## src/rtl/issue_queue_ctrl_pkg.sv

```systemverilog
// Shared types and helpers for the issue queue controller.
// Defines the decoded-instruction record that decode hands over, the 0/1/2 issue
// count type, and small predicates used by the hazard selection logic.
package issue_queue_ctrl_pkg;

  typedef struct packed {
    logic       branch;
    logic       jump;
    logic       regwrite;
    logic       memtoreg;
    logic       memwrite;
    logic [2:0] cp0_ctl;
    logic [2:0] cache_ctl;
  } ctl_t;

  typedef struct packed {
    logic        valid;
    logic [31:0] pc;
    logic [4:0]  ra1;
    logic [4:0]  ra2;
    logic [4:0]  rdst;
    ctl_t        ctl;
  } decode_data_t;

  typedef logic [1:0] issue_count_t;

  localparam issue_count_t ISSUE_NONE = 2'd0;
  localparam issue_count_t ISSUE_ONE  = 2'd1;
  localparam issue_count_t ISSUE_TWO  = 2'd2;

  function automatic logic is_mem(input ctl_t c);
    return c.memtoreg | c.memwrite;
  endfunction

  function automatic logic is_bj(input ctl_t c);
    return c.branch | c.jump;
  endfunction

  // Ops that must not share an issue group with anything else.
  function automatic logic is_serial(input ctl_t c);
    return (c.cp0_ctl != 3'd0) || (c.cache_ctl != 3'd0);
  endfunction

  // r0 is hardwired zero, so a dependency on it is never a hazard.
  function automatic logic reads(input decode_data_t d, input logic [4:0] r);
    return (r != 5'd0) && ((d.ra1 == r) || (d.ra2 == r));
  endfunction

  // True when d consumes the result of a load sitting in the issue register.
  function automatic logic load_use(input decode_data_t d, input decode_data_t [1:0] iss);
    logic hit;
    hit = 1'b0;
    for (int i = 0; i < 2; i++) begin
      if (iss[i].valid && iss[i].ctl.memtoreg && reads(d, iss[i].rdst)) begin
        hit = 1'b1;
      end else begin
        hit = hit;
      end
    end
    return hit;
  endfunction

endpackage

```

## src/rtl/issue_queue_ctrl_iq_fifo.sv

```systemverilog
// In-order instruction FIFO with 0-2 pushes and 0-2 pops per cycle.
// Ports: push_cnt/push_a/push_b (push_a is the older entry), pop_cnt,
// flush (empties the queue), h0/h1 (head and head+1, zero when not covered by
// count), count (occupancy) and ready (room for a full pair).
module issue_queue_ctrl_iq_fifo
  import issue_queue_ctrl_pkg::*;
#(
  parameter int DEPTH = 8
) (
  input  logic                   clk,
  input  logic                   resetn,
  input  logic                   flush,
  input  issue_count_t           push_cnt,
  input  decode_data_t           push_a,
  input  decode_data_t           push_b,
  input  issue_count_t           pop_cnt,
  output decode_data_t           h0,
  output decode_data_t           h1,
  output logic [$clog2(DEPTH):0] count,
  output logic                   ready
);

  localparam int PW = $clog2(DEPTH);
  localparam int CW = PW + 1;

  decode_data_t    mem_r [DEPTH];
  logic [PW-1:0]   head_r;
  logic [PW-1:0]   tail_r;
  logic [CW-1:0]   count_r;

  // Entry storage; only ever holds valid entries, stale ones are masked by count.
  always_ff @(posedge clk) begin
    if (push_cnt != ISSUE_NONE) begin
      mem_r[tail_r] <= push_a;
    end
    if (push_cnt == ISSUE_TWO) begin
      mem_r[tail_r + PW'(1)] <= push_b;
    end
  end

  // Pointers and occupancy; power-of-two depth makes the wrap implicit.
  always_ff @(posedge clk or negedge resetn) begin
    if (!resetn) begin
      head_r  <= '0;
      tail_r  <= '0;
      count_r <= '0;
    end else if (flush) begin
      head_r  <= '0;
      tail_r  <= '0;
      count_r <= '0;
    end else begin
      head_r  <= head_r + PW'(pop_cnt);
      tail_r  <= tail_r + PW'(push_cnt);
      count_r <= count_r + CW'(push_cnt) - CW'(pop_cnt);
    end
  end

  // Head candidates, zeroed when the queue does not cover them.
  always_comb begin
    h0 = '0;
    h1 = '0;
    if (count_r != '0) begin
      h0 = mem_r[head_r];
    end else begin
      h0 = '0;
    end
    if (count_r >= CW'(2)) begin
      h1 = mem_r[head_r + PW'(1)];
    end else begin
      h1 = '0;
    end
  end

  assign count = count_r;
  assign ready = (count_r <= CW'(DEPTH - 2));

endmodule

```

## src/rtl/issue_queue_ctrl.sv

```systemverilog
// Dual-issue queue controller between decode and execute.
// Ports: clk, resetn (async active-low), dataD (decoded pair, [1] older),
// ready (queue can take a pair), stall (freezes issue register, blocks pops),
// flush (clears queue and issue register), dataI (registered issue group,
// [1] older), count (queue occupancy).
module issue_queue_ctrl
  import issue_queue_ctrl_pkg::*;
#(
  parameter int DEPTH = 8
) (
  input  logic                   clk,
  input  logic                   resetn,
  input  decode_data_t [1:0]     dataD,
  output logic                   ready,
  input  logic                   stall,
  input  logic                   flush,
  output decode_data_t [1:0]     dataI,
  output logic [$clog2(DEPTH):0] count
);

  decode_data_t       push_a_s;
  decode_data_t       push_b_s;
  decode_data_t       h0_s;
  decode_data_t       h1_s;
  issue_count_t       raw_push_s;
  issue_count_t       push_cnt_s;
  issue_count_t       issue_cnt_s;
  issue_count_t       pop_cnt_s;
  decode_data_t [1:0] issue_r;
  logic               lu0_s;
  logic               lu1_s;
  logic               split_s;

  // Compact the decoded pair so the older valid entry is always pushed first.
  always_comb begin
    push_a_s   = '0;
    push_b_s   = '0;
    raw_push_s = ISSUE_NONE;
    if (dataD[1].valid) begin
      push_a_s   = dataD[1];
      push_b_s   = dataD[0];
      raw_push_s = dataD[0].valid ? ISSUE_TWO : ISSUE_ONE;
    end else if (dataD[0].valid) begin
      push_a_s   = dataD[0];
      raw_push_s = ISSUE_ONE;
    end else begin
      raw_push_s = ISSUE_NONE;
    end
  end

  assign push_cnt_s = (ready && !flush) ? raw_push_s : ISSUE_NONE;
  assign pop_cnt_s  = (stall || flush) ? ISSUE_NONE : issue_cnt_s;

  issue_queue_ctrl_iq_fifo #(
    .DEPTH (DEPTH)
  ) u_fifo (
    .clk      (clk),
    .resetn   (resetn),
    .flush    (flush),
    .push_cnt (push_cnt_s),
    .push_a   (push_a_s),
    .push_b   (push_b_s),
    .pop_cnt  (pop_cnt_s),
    .h0       (h0_s),
    .h1       (h1_s),
    .count    (count),
    .ready    (ready)
  );

  // Hazard checks and the 0/1/2 issue decision for the head pair.
  always_comb begin
    lu0_s   = load_use(h0_s, issue_r);
    lu1_s   = h1_s.valid && load_use(h1_s, issue_r);
    split_s = !h1_s.valid
           || is_bj(h1_s.ctl)
           || (h0_s.ctl.regwrite && reads(h1_s, h0_s.rdst))
           || (is_mem(h0_s.ctl) && is_mem(h1_s.ctl))
           || is_serial(h0_s.ctl) || is_serial(h1_s.ctl)
           || lu1_s;
    issue_cnt_s = ISSUE_NONE;
    if (!h0_s.valid) begin
      issue_cnt_s = ISSUE_NONE;
    end else if (is_bj(h0_s.ctl)) begin
      // A branch only leaves together with its delay slot.
      issue_cnt_s = (h1_s.valid && !lu0_s && !lu1_s) ? ISSUE_TWO : ISSUE_NONE;
    end else if (lu0_s) begin
      issue_cnt_s = ISSUE_NONE;
    end else if (split_s) begin
      issue_cnt_s = ISSUE_ONE;
    end else begin
      issue_cnt_s = ISSUE_TWO;
    end
  end

  // Issue register; unused slots are fully zeroed.
  always_ff @(posedge clk or negedge resetn) begin
    if (!resetn) begin
      issue_r <= '0;
    end else if (flush) begin
      issue_r <= '0;
    end else if (!stall) begin
      issue_r[1] <= (issue_cnt_s != ISSUE_NONE) ? h0_s : '0;
      issue_r[0] <= (issue_cnt_s == ISSUE_TWO) ? h1_s : '0;
    end else begin
      issue_r <= issue_r;
    end
  end

  assign dataI = issue_r;

endmodule
```

## config.mk

```make
export PLATFORM = sky130hd
export DESIGN_NAME = issue_queue_ctrl
export DESIGN_NICKNAME = d
export VERILOG_FILES = /design/src/rtl/issue_queue_ctrl_pkg.sv /design/src/rtl/issue_queue_ctrl_iq_fifo.sv /design/src/rtl/issue_queue_ctrl.sv
export SDC_FILE = /design/constraint.sdc
export NUM_CORES = 1
export LEC_CHECK = 0
export ABC_CLOCK_PERIOD_IN_PS = 10900
export CAP_MARGIN = 20
export CELL_PAD_IN_SITES_DETAIL_PLACEMENT = 1
export CELL_PAD_IN_SITES_GLOBAL_PLACEMENT = 1
export CORE_ASPECT_RATIO = 0.9
export CORE_MARGIN = 2
export CORE_UTILIZATION = 35
export CTS_BUF_LIST = sky130_fd_sc_hd__clkbuf_2
export DETAILED_ROUTE_END_ITERATION = 8
export PLACE_DENSITY_LB_ADDON = 0.12
export SLEW_MARGIN = 20
export SYNTH_ARGS = -nofsm -noshare
export SYNTH_HDL_FRONTEND = slang
export SYNTH_HIERARCHICAL = 1
export SYNTH_SLANG_ARGS = --single-unit
```

## constraint.sdc

```tcl
create_clock -name clk -period 10.9 [get_ports clk]
set_input_delay 1.635 -clock clk [delete_from_list [all_inputs] [get_ports clk]]
set_output_delay 1.635 -clock clk [all_outputs]
set_load 0.05 [all_outputs]
```

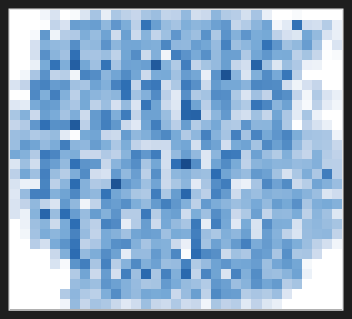
Fig. 1. Placement density heat map.
Scale: 1 px per µm. The die is cut into 33 by 30 equal tiles; white is low, dark blue is high, 0 to 100% covered.
- nearly empty tiles: 9.8%
- tiles over 75% full: 2.0%
- mean over tiles: 38%
- fullest tile: 89%
Layout Utilization: 41.00%
floorplan core density: 35.23%
area inside the core boundary: 96210 µm²

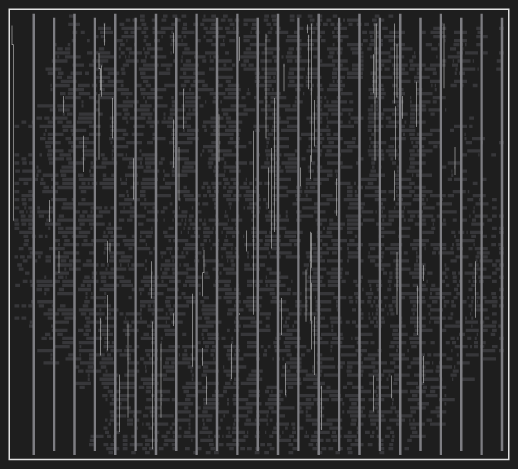
Fig. 2. Metal 4.
Scale: 1.5 px per µm. Supply wires on this layer in grey.
- share of all routed wire: 2.1%
- main direction: vertical
- longest straight run: 122 µm
- nets with wire on the layer: 43

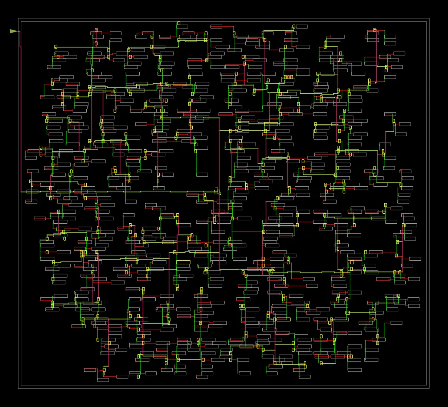
Fig. 3. Clock nets.
Max Clock Skew: 0.1091 ns
Clock Latency Late Sink: 1.45 ns
count of sequential standard cells: 600
total number of clock tree sinks: 600
tally of clock buffers in the finished layout: 264

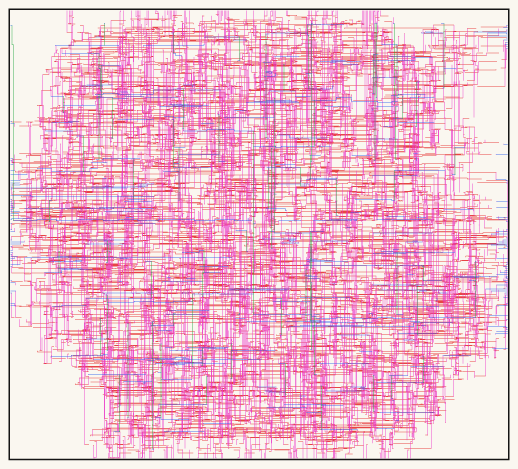
Fig. 4. Signal wires by layer.
Scale: 1.5 px per µm.
- blue: met3 (wire length 5610 µm)
- red: met1 (wire length 52.6 mm)
- magenta: met2 (wire length 56.7 mm)
- green: met4 (wire length 2480 µm)
Final Routed Wirelength: 117400 µm
wire length per cell after detailed routing: 30.37 µm
total global-route track usage: 23.50%

==> flow_results.xml <==
<?xml version="1.0" encoding="UTF-8"?>
<metrics>
  <group name="outcome">
    <metric name="run_status" unit="">completed</metric>
  </group>
  <group name="power_and_ir_drop">
    <metric name="power.share.sequential" unit="%">38.1</metric>
    <metric name="leakage_power_total" unit="µW">0.01392</metric>
    <metric name="p_per_area" unit="nW/µm²">182.7</metric>
    <metric name="power.share.combinational" unit="%">36.9</metric>
    <metric name="internal_power" unit="µW">4430</metric>
    <metric name="switchingPower" unit="µW">2776</metric>
    <metric name="share_of_power_burned_in_the_clock_network" unit="%">24.9</metric>
    <metric name="ir_worst_vdd" unit="µV">133.5</metric>
    <metric name="power.share.switching" unit="%">38.53</metric>
  </group>
  <group name="die">
    <metric name="std_cell_rows" unit="">108</metric>
    <metric name="dieWidth" unit="µm">332.0</metric>
    <metric name="die_height" unit="µm">299.2</metric>
  </group>
  <group name="logic_synthesis">
    <metric name="number_of_cells_in_yosys_stat" unit="">2157</metric>
    <metric name="synth_area_per_cell" unit="µm²">15.71</metric>
    <metric name="ys_types" unit="">53</metric>
    <metric name="yosys_area" unit="µm²">33890</metric>
    <metric name="synth_area_leader_cell" unit="">sky130_fd_sc_hd__edfxtp_1</metric>
    <metric name="yosys_most_used_dff" unit="">sky130_fd_sc_hd__edfxtp_1</metric>
    <metric name="post_synth_main_area_contributors" unit="">sky130_fd_sc_hd__edfxtp_1 (42%), sky130_fd_sc_hd__mux2_2 (16%), sky130_fd_sc_hd__mux4_2 (16%), sky130_fd_sc_hd__dfrtp_1 (9.5%), sky130_fd_sc_hd__a22o_1 (6.0%)</metric>
    <metric name="enable_flop_cells" unit="">472</metric>
    <metric name="yosysTopAreaCellShare" unit="%">41.82</metric>
    <metric name="yosysWarningCount" unit="">6</metric>
    <metric name="synthCells" unit="">2157</metric>
    <metric name="yosys_register_bits" unit="">600</metric>
    <metric name="synth-seq-area-share" unit="%">51.27</metric>
    <metric name="syn_nets" unit="">2295</metric>
  </group>
  <group name="global_routing">
    <metric name="grt_pass1_vias" unit="">24360</metric>
    <metric name="first_pass_grt_wire_length" unit="µm">170700</metric>
    <metric name="grt_antenna_before_repair" unit="">3</metric>
    <metric name="sum_of_overflow_across_all_layers_after_global_routing" unit="">0</metric>
  </group>
  <group name="clocking">
    <metric name="cts.root.buffer_cell" unit="">sky130_fd_sc_hd__clkbuf_2</metric>
    <metric name="cts_setup_buffers" unit="">0</metric>
    <metric name="cts_buffer_depth" unit="">3</metric>
    <metric name="cts_tree" unit="">done</metric>
    <metric name="cts.clk_slew.worst_paths" unit="ns">0.10</metric>
    <metric name="cts_hold_repair.buffers" unit="">0</metric>
    <metric name="cts.repair.resized" unit="">0</metric>
  </group>
  <group name="routing">
    <metric name="drt_first_pass_iters" unit="">5</metric>
    <metric name="final_antenna_net_count" unit="">0</metric>
    <metric name="vias" unit="">22270</metric>
    <metric name="detail_route.drc_violations" unit="">0</metric>
  </group>
  <group name="timing">
    <metric name="fin_crit" unit="ns">7.147</metric>
    <metric name="fin_worst_hold_slack" unit="ns">0.2746</metric>
    <metric name="max_clock_freq" unit="GHz">0.1399</metric>
    <metric name="post-route-period-util" unit="%">65.57</metric>
    <metric name="drv_slew" unit="">0</metric>
    <metric name="setup_viol" unit="">0</metric>
    <metric name="max-slew-margin-rel" unit="%">27.33</metric>
    <metric name="setup-tns-final" unit="ns">0</metric>
    <metric name="tightest_slew" unit="ns">1.090</metric>
  </group>
  <group name="cells_and_area">
    <metric name="post_route_cells_drive_above_1_share" unit="%">43.89</metric>
    <metric name="instances_no_fill" unit="">3864</metric>
    <metric name="num-nets-final" unit="">2580</metric>
    <metric name="layout.filler_cells" unit="">9707</metric>
    <metric name="area.combinational" unit="µm²">15600</metric>
    <metric name="layout-area-overhead-vs-synth" unit="%">16.39</metric>
    <metric name="ff_latch_area" unit="µm²">17380</metric>
  </group>
  <group name="place">
    <metric name="portBuffers" unit="">244</metric>
    <metric name="dpl.hpwl" unit="µm">67880</metric>
    <metric name="finalWeightedCongestion" unit="">0.7706</metric>
    <metric name="cell_count_post_placement" unit="">3531</metric>
  </group>
  <group name="setup_path">
    <metric name="timing.critical_path.to_type" unit="">flip-flop</metric>
    <metric name="critical_path.max_fanout" unit="">46</metric>
    <metric name="cp_data_required_time" unit="ns">12.15</metric>
    <metric name="crit_type" unit="">reg -&gt; reg</metric>
    <metric name="cp_top_family" unit="">adder cells</metric>
    <metric name="slowest_stage" unit="">sky130_fd_sc_hd__dfrtp_4</metric>
    <metric name="startpoint_type" unit="">flip-flop</metric>
  </group>
  <group name="run">
    <metric name="openroad.warnings" unit="">31</metric>
  </group>
  <group name="worst_hold_path">
    <metric name="min-delay-path-class" unit="">in -&gt; async</metric>
  </group>
</metrics>
==> cell usage in the layout (no fill, tap or decap), drive strengths merged, types with 55 or more instances in the layout <==
cell / instances
mux4: 236
o31ai: 60
inv: 80
clkbuf: 264
a22o: 234
clkdlybuf4s50: 242
and2: 58
dfrtp: 128
nand2: 81
edfxtp: 472
buf: 55
mux2: 473
==> power groups by stage <==
| stage | clock network, µW | logic [µW] | registers [µW] |
|---|---|---|---|
| floorplan | 0 | 1660 | 2900 |
| global placement | 0 | 2650 | 2790 |
| detailed placement | 0 | 2680 | 2800 |
| CTS | 1880 | 2700 | 2750 |
| global route | 1990 | 2840 | 2770 |
| finish | 1800 | 2660 | 2750 |
==> cells in the mapped netlist (all sizes together), types with 2 or more instances <==
cell type,n
o31ai,60
edfxtp,472
mux2,473
buf,125
nor2b,8
inv,77
or3,2
ha,12
fa,4
mux4,236
a22o,234
nand3,12
dfrtp,128
xnor2,52
nor4,3
and3b,2
nor2,14
xor2,4
o22ai,8
o21ai,6
o311a,2
clkbuf,61
a21oi,3
nand2,81
and2,58
==> logic make-up after synthesis <==
| family | count (synthesis) | share of synthesized area, % |
|---|---|---|
| adders and majority gates | 16 | 0.6793 |
| muxes | 709 | 31.40 |
| and+or+nand+nor | 190 | 2.832 |
| AOI/OAI and AO/OA | 322 | 8.820 |
| xor gates and xnor gates | 56 | 1.492 |
| buffers and inverters | 264 | 3.507 |
| DFF | 600 | 51.27 |
==> final timing paths <==
check                      depth (start not counted)  slack [ns]                       start                        end
max in group asynchronous                          2        9.24                      resetn      dataI[33]$_DFFE_PN0P_
min in group clk                                   2        0.49       dataI[28]$_DFFE_PN0P_      dataI[28]$_DFFE_PN0P_
min                                                1        0.27                      resetn      dataI[16]$_DFFE_PN0P_
max reg2reg                                       17        3.75  u_fifo/head_r[0]$_DFF_PN0_  u_fifo/count[3]$_DFF_PN0_
min reg2reg                                        2        0.49       dataI[28]$_DFFE_PN0P_      dataI[28]$_DFFE_PN0P_
max                                               17        3.75  u_fifo/head_r[0]$_DFF_PN0_  u_fifo/count[3]$_DFF_PN0_
==> routing by layer <==
| metal | up-vias | wire (µm) | track usage, % |
|---|---|---|---|
| li1 | 9396 | - | - |
| met1 | 11980 | 52570 | 32.05 |
| met2 | 708 | 56700 | 38.50 |
| met3 | 180 | 5609 | 4.056 |
| met4 | 0 | 2477 | 6.991 |
| met5 | - | 0 | 0 |
==> through the flow <==
step | power, µW | setup slack, ns | instance area, µm²
floorplan | 4558 | 3.098 | 33890
global placement | 5445 | 3.921 | 37680
detailed placement | 5482 | 3.734 | 37720
CTS | 7323 | 3.634 | 39400
global route | 7587 | 3.291 | 39440
finish | 7206 | 3.753 | 39450
==> sequential cells by signal (all words and copies together), names as in the netlist <==
| register | flops |
|---|---|
| dataI | 118 |
| u_fifo/count | 4 |
| u_fifo/head_r | 3 |
| u_fifo/mem_r | 472 |
| u_fifo/tail_r | 3 |
==> final cells by class <==
type / count / share of cell area (%)
inverters: 77 / 0.7327
repair buffers: 297 / 7.359
multi-input cells: 1293 / 39.54
flip-flops and latches: 600 / 44.07
diodes: 6 / 0.03806
clock buffers: 264 / 3.350
clock inverters: 62 / 0.9008
well taps: 1265 / 4.012
Power is estimated from default activity; no workload was simulated.
